`config.mk`:
```
export PLATFORM = sky130hd
export DESIGN_NAME = mc_control_unit
export DESIGN_NICKNAME = d
export VERILOG_FILES = /design/src/rtl/cu_pkg.sv /design/src/rtl/cu_decoder.sv /design/src/rtl/mc_control_unit.sv
export SDC_FILE = /design/constraint.sdc
export NUM_CORES = 1
export LEC_CHECK = 0
export ABC_AREA = 1
export CAP_MARGIN = 30
export CELL_PAD_IN_SITES_DETAIL_PLACEMENT = 0
export CELL_PAD_IN_SITES_GLOBAL_PLACEMENT = 1
export CORE_ASPECT_RATIO = 0.9
export CORE_MARGIN = 1.5
export CORE_UTILIZATION = 25
export CTS_CLUSTER_DIAMETER = 200
export CTS_CLUSTER_SIZE = 14
export DETAILED_ROUTE_END_ITERATION = 8
export PLACE_DENSITY_LB_ADDON = 0.2
export SLEW_MARGIN = 5
export SYNTH_ARGS = -nofsm -noshare
export SYNTH_HDL_FRONTEND = slang
export SYNTH_HIERARCHICAL = 1
export SYNTH_SLANG_ARGS = --single-unit
```
`constraint.sdc`:
```
create_clock -name clk -period 1.2 [get_ports clk]
set_input_delay 0.24 -clock clk [delete_from_list [all_inputs] [get_ports clk]]
set_output_delay 0.24 -clock clk [all_outputs]
set_load 0.005 [all_outputs]
```
`src/rtl/cu_pkg.sv`:
```
// rtl/cu_pkg.sv - shared types and encodings for the multi-cycle control unit
package cu_pkg;

  typedef enum logic [2:0] {
    ST_IDLE   = 3'd0,
    ST_FETCH  = 3'd1,
    ST_DECODE = 3'd2,
    ST_EXEC   = 3'd3,
    ST_MEM    = 3'd4,
    ST_WB     = 3'd5,
    ST_ERROR  = 3'd6
  } cu_state_e;

  localparam logic [1:0] CLS_DP_REG = 2'b00;
  localparam logic [1:0] CLS_DP_IMM = 2'b01;
  localparam logic [1:0] CLS_MEM    = 2'b10;
  localparam logic [1:0] CLS_BR     = 2'b11;

  localparam logic [1:0] BR_ALWAYS  = 2'b00;
  localparam logic [1:0] BR_EQ      = 2'b01;
  localparam logic [1:0] BR_NE      = 2'b10;
  localparam logic [1:0] BR_ILLEGAL = 2'b11;

  localparam logic [1:0] ALU_ADD = 2'b00;

  function automatic logic br_taken(input logic [1:0] cond, input logic zero);
    case (cond)
      BR_ALWAYS: br_taken = 1'b1;
      BR_EQ:     br_taken = zero;
      BR_NE:     br_taken = ~zero;
      default:   br_taken = 1'b0;
    endcase
  endfunction

endpackage

```
`src/rtl/cu_decoder.sv`:
```
// rtl/cu_decoder.sv - combinational field decode of the latched instruction
module cu_decoder
  import cu_pkg::*;
(
  input  logic [23:0] ir_i,
  output logic [1:0]  cls_o,
  output logic        is_load_o,
  output logic [1:0]  br_cond_o,
  output logic [1:0]  alu_op_o,
  output logic        illegal_o
);

  // The low 20 bits carry the immediate, which only the datapath consumes.
  logic unused_imm;
  assign unused_imm = ^ir_i[19:0];

  assign cls_o     = ir_i[23:22];
  assign is_load_o = ir_i[20];
  assign br_cond_o = ir_i[21:20];
  assign alu_op_o  = ir_i[21:20];

  assign illegal_o = ((ir_i[23:22] == CLS_MEM) && ir_i[21])
                   || ((ir_i[23:22] == CLS_BR) && (ir_i[21:20] == BR_ILLEGAL));

endmodule

```
`src/rtl/mc_control_unit.sv`:
```
// rtl/mc_control_unit.sv - multi-cycle fetch/decode/execute sequencer with memory handshakes
module mc_control_unit
  import cu_pkg::*;
#(
  parameter int MEM_TIMEOUT = 15
) (
  input  logic        clk,
  input  logic        rst,
  input  logic [23:0] inst,
  input  logic        instValid,
  input  logic        cero,
  input  logic        memReady,
  output logic        instReq,
  output logic        memReq,
  output logic        pcWrite,
  output logic        regWrite,
  output logic        aluSrc,
  output logic        PCSrc,
  output logic        immSrc,
  output logic        memToReg,
  output logic        memWrite,
  output logic        ra2Src,
  output logic [1:0]  aluControl,
  output logic        err,
  output logic [2:0]  state
);

  localparam int CNT_W = $clog2(MEM_TIMEOUT + 1);
  localparam logic [CNT_W-1:0] CNT_MAX = CNT_W'(MEM_TIMEOUT);

  cu_state_e        state_q, state_d;
  logic [23:0]      ir_q, ir_d;
  logic [CNT_W-1:0] cnt_q, cnt_d;

  logic [1:0] cls;
  logic       is_load;
  logic [1:0] br_cond;
  logic [1:0] alu_op;
  logic       illegal;
  logic       is_dp;

  cu_decoder u_dec (
    .ir_i      (ir_q),
    .cls_o     (cls),
    .is_load_o (is_load),
    .br_cond_o (br_cond),
    .alu_op_o  (alu_op),
    .illegal_o (illegal)
  );

  assign is_dp = ~cls[1];

  always_comb begin
    state_d = state_q;
    ir_d    = ir_q;
    cnt_d   = cnt_q;
    case (state_q)
      ST_IDLE:   state_d = ST_FETCH;
      ST_FETCH: begin
        if (instValid) begin
          ir_d    = inst;
          state_d = ST_DECODE;
        end
      end
      ST_DECODE: state_d = illegal ? ST_ERROR : ST_EXEC;
      ST_EXEC: begin
        if (cls == CLS_MEM) begin
          cnt_d   = '0;
          state_d = ST_MEM;
        end else if (cls == CLS_BR) begin
          state_d = ST_FETCH;
        end else begin
          state_d = ST_WB;
        end
      end
      ST_MEM: begin
        // A response on the limit cycle still completes the access.
        if (memReady) begin
          state_d = is_load ? ST_WB : ST_FETCH;
        end else if (cnt_q == CNT_MAX) begin
          state_d = ST_ERROR;
        end else begin
          cnt_d = cnt_q + CNT_W'(1);
        end
      end
      ST_WB:     state_d = ST_FETCH;
      ST_ERROR:  state_d = ST_ERROR;
      default:   state_d = ST_IDLE;
    endcase
  end

  always_comb begin
    instReq    = 1'b0;
    memReq     = 1'b0;
    pcWrite    = 1'b0;
    regWrite   = 1'b0;
    aluSrc     = 1'b0;
    PCSrc      = 1'b0;
    immSrc     = 1'b0;
    memToReg   = 1'b0;
    memWrite   = 1'b0;
    ra2Src     = 1'b0;
    aluControl = 2'b00;
    err        = 1'b0;
    case (state_q)
      ST_FETCH: instReq = 1'b1;
      ST_EXEC: begin
        if (cls == CLS_MEM) begin
          aluSrc     = 1'b1;
          immSrc     = 1'b1;
          aluControl = ALU_ADD;
        end else if (cls == CLS_BR) begin
          pcWrite = 1'b1;
          PCSrc   = br_taken(br_cond, cero);
          aluSrc  = 1'b1;
          immSrc  = 1'b1;
        end else begin
          aluSrc     = cls[0];
          aluControl = alu_op;
        end
      end
      ST_MEM: begin
        memReq = 1'b1;
        aluSrc = 1'b1;
        immSrc = 1'b1;
        if (!is_load) begin
          memWrite = 1'b1;
          ra2Src   = 1'b1;
          pcWrite  = memReady;
        end
      end
      ST_WB: begin
        // memToReg=1 picks the ALU result, so only DP sets it.
        regWrite = 1'b1;
        pcWrite  = 1'b1;
        if (is_dp) begin
          memToReg   = 1'b1;
          aluSrc     = cls[0];
          aluControl = alu_op;
        end
      end
      ST_ERROR: err = 1'b1;
      default: ;
    endcase
  end

  always_ff @(posedge clk or negedge rst) begin
    if (!rst) begin
      state_q <= ST_IDLE;
      ir_q    <= '0;
      cnt_q   <= '0;
    end else begin
      state_q <= state_d;
      ir_q    <= ir_d;
      cnt_q   <= cnt_d;
    end
  end

  assign state = state_q;

endmodule

```
==> run_1/congestion.png <==
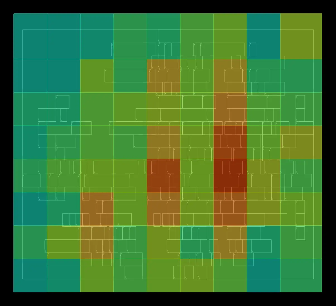
Final Util: 49.4%
Most Crowded Layer GR: met2
All-Layer GR Usage: 13.5%
global routing usage on met2: 22.5%
DR WL/cell: 10.2 um

==> run_1/layer_met1.png <==
Cells faint in the background.
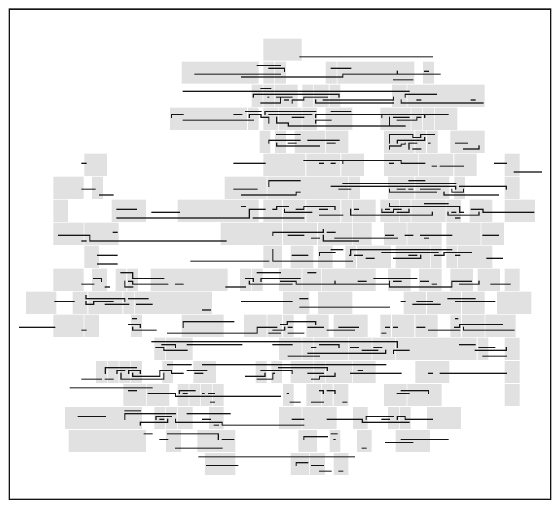
- main direction: horizontal
- nets with wire on the layer: 166
- share of all routed wire: 46%
- wire length on this layer: 1070 um
- longest straight run: 29.0 um

==> run_1/cell_density.png <==
Bar = 20 um. The die is cut into 6 by 6 equal tiles; dark blue is low, red is high, 0 to 100% covered.
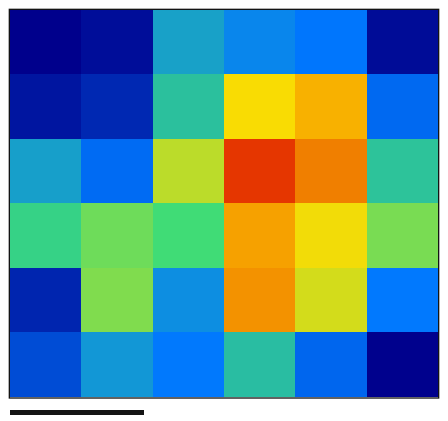
- densest ninth of the die: center
- fullest tile: 94%
- mean over tiles: 40%

==> results_slide.txt, run 1 <==
Implementation Results

Outcome
  – Status: finished, violations left
  – Failing checks: negative setup slack

Setup path
  – Worst path max stage delay: between 400 and 500 ps
  – Largest delay share family, worst path: flip-flops
  – CP bufs+invs: 4
  – Setup slack, reg-to-reg: -190 ps
  – Critical-path cell list: buf_6 -> nand2_4 -> nor2_4 -> inv_2 -> o21ai_2 -> inv_1 -> nand2_1 -> buf_2
  – Crit. path cell count: 8
  – Reg2Reg Depth: 8
  – Critical R2R Capture: cnt_q[0]
  – Critical Path Start: state[0]
  – Crit path max-delay cell type: dfrtp_2
  – Crit path kind: reg2out

Floorplan
  – Tap cell count: 42
  – Die W: between 60 and 70 um
  – Core area: 0.00311 mm2
  – Standard-cell rows: 19
  – I/O pin total: 45

Cells and area
  – Most frequent logic cells in the routed design: buf_4, nand2_1, buf_6, buf_2, inv_1
  – Fraction of area in multi-input gates: 33.1%
  – Fin area: approximately 0.0015 mm2
  – Logic area: between 500 and 600 um2
  – Nets: 215
  – Non-Clock Inverter Count: 17
  – Seq cells: 11
  – N_diodes: 0
  – Layout cells sized above 1: ~55%
  – Comb_multi_in: 80
  – Sequential cell area share: a little under a fifth
  – CLK BUF: 4
  – Layout clock area frac: ~2.9%
  – Layout fillers: 308

Run
  – Tool Warnings: 49
  – Max-cap violations: 0

Final timing
  – Fmax: ~630 MHz
  – Unrepaired setup endpoints after global routing: yes
  – Worst Slack Setup Final: -390 ps
  – Slew Limit Fails: 0
  – Endpoints failing setup: 27
  – Clk_skew: 5.46 ps
  – Setup TNS: -6250 ps
  – Final hold vios: 0
  – Worst-Margin Slew: 161 ps
  – Worst hold slack: 300 ps

GRT
  – Vias in the first global route: 861
  – Largest net degree at the start of global routing: 12
  – Initial antenna violation count: 0
  – Global-route wire length before repair: 3770 um
  – GR Layer Usage met1: 17.0%
  – Grt met3 use: 3.50%

Routing
  – Total number of vias: 937
  – WL final: between 2000 and 2500 um
  – WL met2: 1160 um
  – Initial drt markers: 38
  – Vias/cell: 4.15
  – WL met3: ~76 um
  – Met1 Wirelength: roughly 1100 um
  – ANT nets after route: 0
  – Drt pass-1 iters: 4
  – Top sig layer: met4
  – Residual DRC: 0

Pwr
  – Pint: ~2100 uW
  – Logic power comb: 2440 uW
  – Power share of the combinational group: 69.5%
  – Switching power: 1390 uW
  – Worst vdd ir: 914 uV
  – Pwr/cell area: 2290 mW/mm2
  – Reg power frac: 19.7%
  – Largest Pwr Group: combinational logic
  – Clock Power Share: 10.9%
  – Leak: roughly 0.00084 uW

Yosys
  – Cells after synthesis: 122
  – Avg Cell Area, Syn: between 6 and 7 um2
  – Netlist Area Pre-Place: between 800 and 900 um2
  – Yosys warns: 6

Clocking
  – Clock buffer depth: 2
  – Clock root buffer: clkbuf_8
  – Inserted Clock Buffers: 3
  – Clk Latency, worst-skew pair: 240 ps
  – Cts repair resizes: 94
  – CTS H-Tree Depth: 1
  – TritonCTS clock tree: yes
  – Worst-path clk slew: 60 ps
  – CTS Sinks: 11

Min path
  – Hold Crit Class: in2async

Place
  – HPWL Detailed: 1690 um
  – PortBufs: 24
  – Cells after DPL: 204
==> run 2: changes to the inputs <==
- ABC_CLOCK_PERIOD_IN_PS: default -> 1200
==> run_2/cell_density.png <==
Bar = 20 um. The die is cut into 6 by 6 equal tiles; dark blue is low, red is high, 0 to 100% covered.
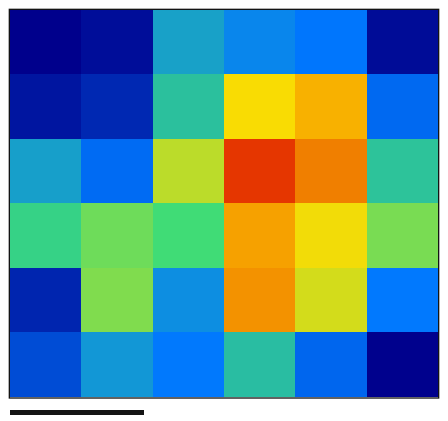
- densest ninth of the die: center
- tiles over 75% full: 14%
- mean over tiles: 40%
- fullest tile: 94%
- nearly empty tiles: 5.6%
core area: 0.00311 mm2
Core Density at Floorplan: 26.7%

==> run_2/layer_met2.png <==
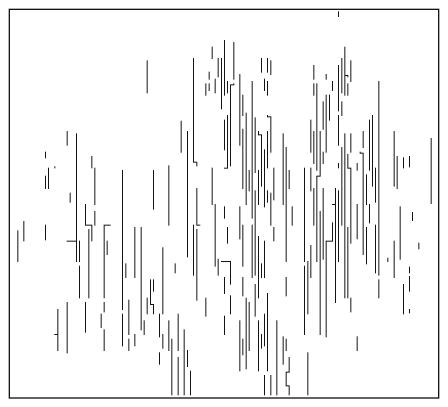
- longest straight run: 28.9 um
- share of all routed wire: 50%
- wire length on this layer: 1160 um
- main direction: vertical
WL final: 2310 um
total number of vias: 937

==> run 2 against run 1 <==
Against the previous run: the run still ends with negative setup slack left; global-route usage unchanged; clock power about the same; synthesized area unchanged; sequential power hardly changed; hold slack unchanged; register-to-register slack hardly changed; largest cell class unchanged.
==> results_slide.txt, run 2 <==
Implementation Results

Place
  – HPWL Detailed: 1690 um (unchanged)
  – Cells after DPL: 204 (unchanged)

GRT
  – Global routing usage on met2: 22.5% (unchanged)
  – Largest net degree at the start of global routing: 12 (unchanged)
  – Grt met3 use: 3.50% (unchanged)
  – Most Crowded Layer GR: met2
  – Global-route wire length before repair: 3770 um (unchanged)
  – All-Layer GR Usage: 13.5% (unchanged)
  – GR Layer Usage met1: 17.0% (unchanged)
  – Initial antenna violation count: 0 (unchanged)

Yosys
  – Avg Cell Area, Syn: 6.82 um2 (unchanged)
  – Yosys warns: 6 (unchanged)
  – Netlist Area Pre-Place: 832 um2 (unchanged)
  – Cells after synthesis: 122 (unchanged)

Pwr
  – Clock Power Share: 10.9% (about the same)
  – Reg power frac: 19.7% (about the same)
  – Logic power comb: 2440 uW (about the same)
  – Switching power: 1390 uW (unchanged)
  – Pint: 2130 uW (unchanged)
  – Leak: 0.000841 uW (unchanged)
  – Power share of the combinational group: 69.5% (about the same)
  – Pwr/cell area: 2290 mW/mm2 (unchanged)
  – Worst vdd ir: 914 uV (unchanged)

Setup path
  – Critical R2R Capture: cnt_q[0]
  – Crit. path cell count: 8 (unchanged)
  – Reg2Reg Depth: 8 (unchanged)
  – Crit path kind: reg2out
  – Worst path max stage delay: 410 ps (about the same)
  – Largest delay share family, worst path: flip-flops
  – Critical-path cell list: buf_6 -> nand2_4 -> nor2_4 -> inv_2 -> o21ai_2 -> inv_1 -> nand2_1 -> buf_2
  – Critical Path Start: state[0]
  – CP bufs+invs: 4 (unchanged)

Cells and area
  – Final Util: 49.4% (unchanged)
  – Fraction of area in multi-input gates: 33.1% (unchanged)
  – Layout clock area frac: 2.93% (unchanged)
  – Fin area: 0.00154 mm2 (unchanged)
  – Nets: 215 (unchanged)
  – Layout fillers: 308 (unchanged)
  – Seq cells: 11 (unchanged)
  – Sequential cell area share: 18.1% (unchanged)
  – Most frequent logic cells in the routed design: buf_4, nand2_1, buf_6, buf_2, inv_1
  – Comb_multi_in: 80 (unchanged)
  – Non-Clock Inverter Count: 17 (unchanged)

Routing
  – WL met2: 1160 um (unchanged)
  – ANT nets after route: 0 (unchanged)
  – Vias/cell: 4.15 (unchanged)
  – Residual DRC: 0 (unchanged)
  – Drt pass-1 iters: 4 (unchanged)
  – Met1 Wirelength: 1060 um (unchanged)
  – Initial drt markers: 38 (unchanged)
  – Top sig layer: met4
  – DR WL/cell: 10.2 um (unchanged)
  – WL met3: 76 um (unchanged)

Final timing
  – Unrepaired setup endpoints after global routing: yes
  – Final hold vios: 0 (unchanged)
  – Setup TNS: -6250 ps (unchanged)
  – Endpoints failing setup: 27 (unchanged)
  – Slew Limit Fails: 0 (unchanged)
  – Worst Slack Setup Final: -390 ps (unchanged)
  – Fmax: 629 MHz (unchanged)
  – Worst-Margin Slew: 161 ps (unchanged)
  – Clk_skew: 5.46 ps (unchanged)
  – Worst hold slack: 300 ps (unchanged)

Clocking
  – CTS Sinks: 11 (unchanged)
  – TritonCTS clock tree: yes
  – Clock buffer depth: 2 (unchanged)
  – Worst-path clk slew: 60 ps (about the same)
  – Cts repair resizes: 94 (unchanged)
  – CTS H-Tree Depth: 1 (unchanged)
  – Clock root buffer: clkbuf_8
  – Clk Latency, worst-skew pair: 240 ps (about the same)
  – Inserted Clock Buffers: 3 (unchanged)

Outcome
  – Failing checks: negative setup slack
  – Status: finished, violations left

Run
  – Tool Warnings: 49 (unchanged)
  – Max-cap violations: 0 (unchanged)

Floorplan
  – Die W: 63.8 um (unchanged)
  – Tap cell count: 42 (unchanged)
  – I/O pin total: 45 (unchanged)

Min path
  – Hold Crit Class: in2async
No activity file was given, so power comes from the tool's default toggle rates.
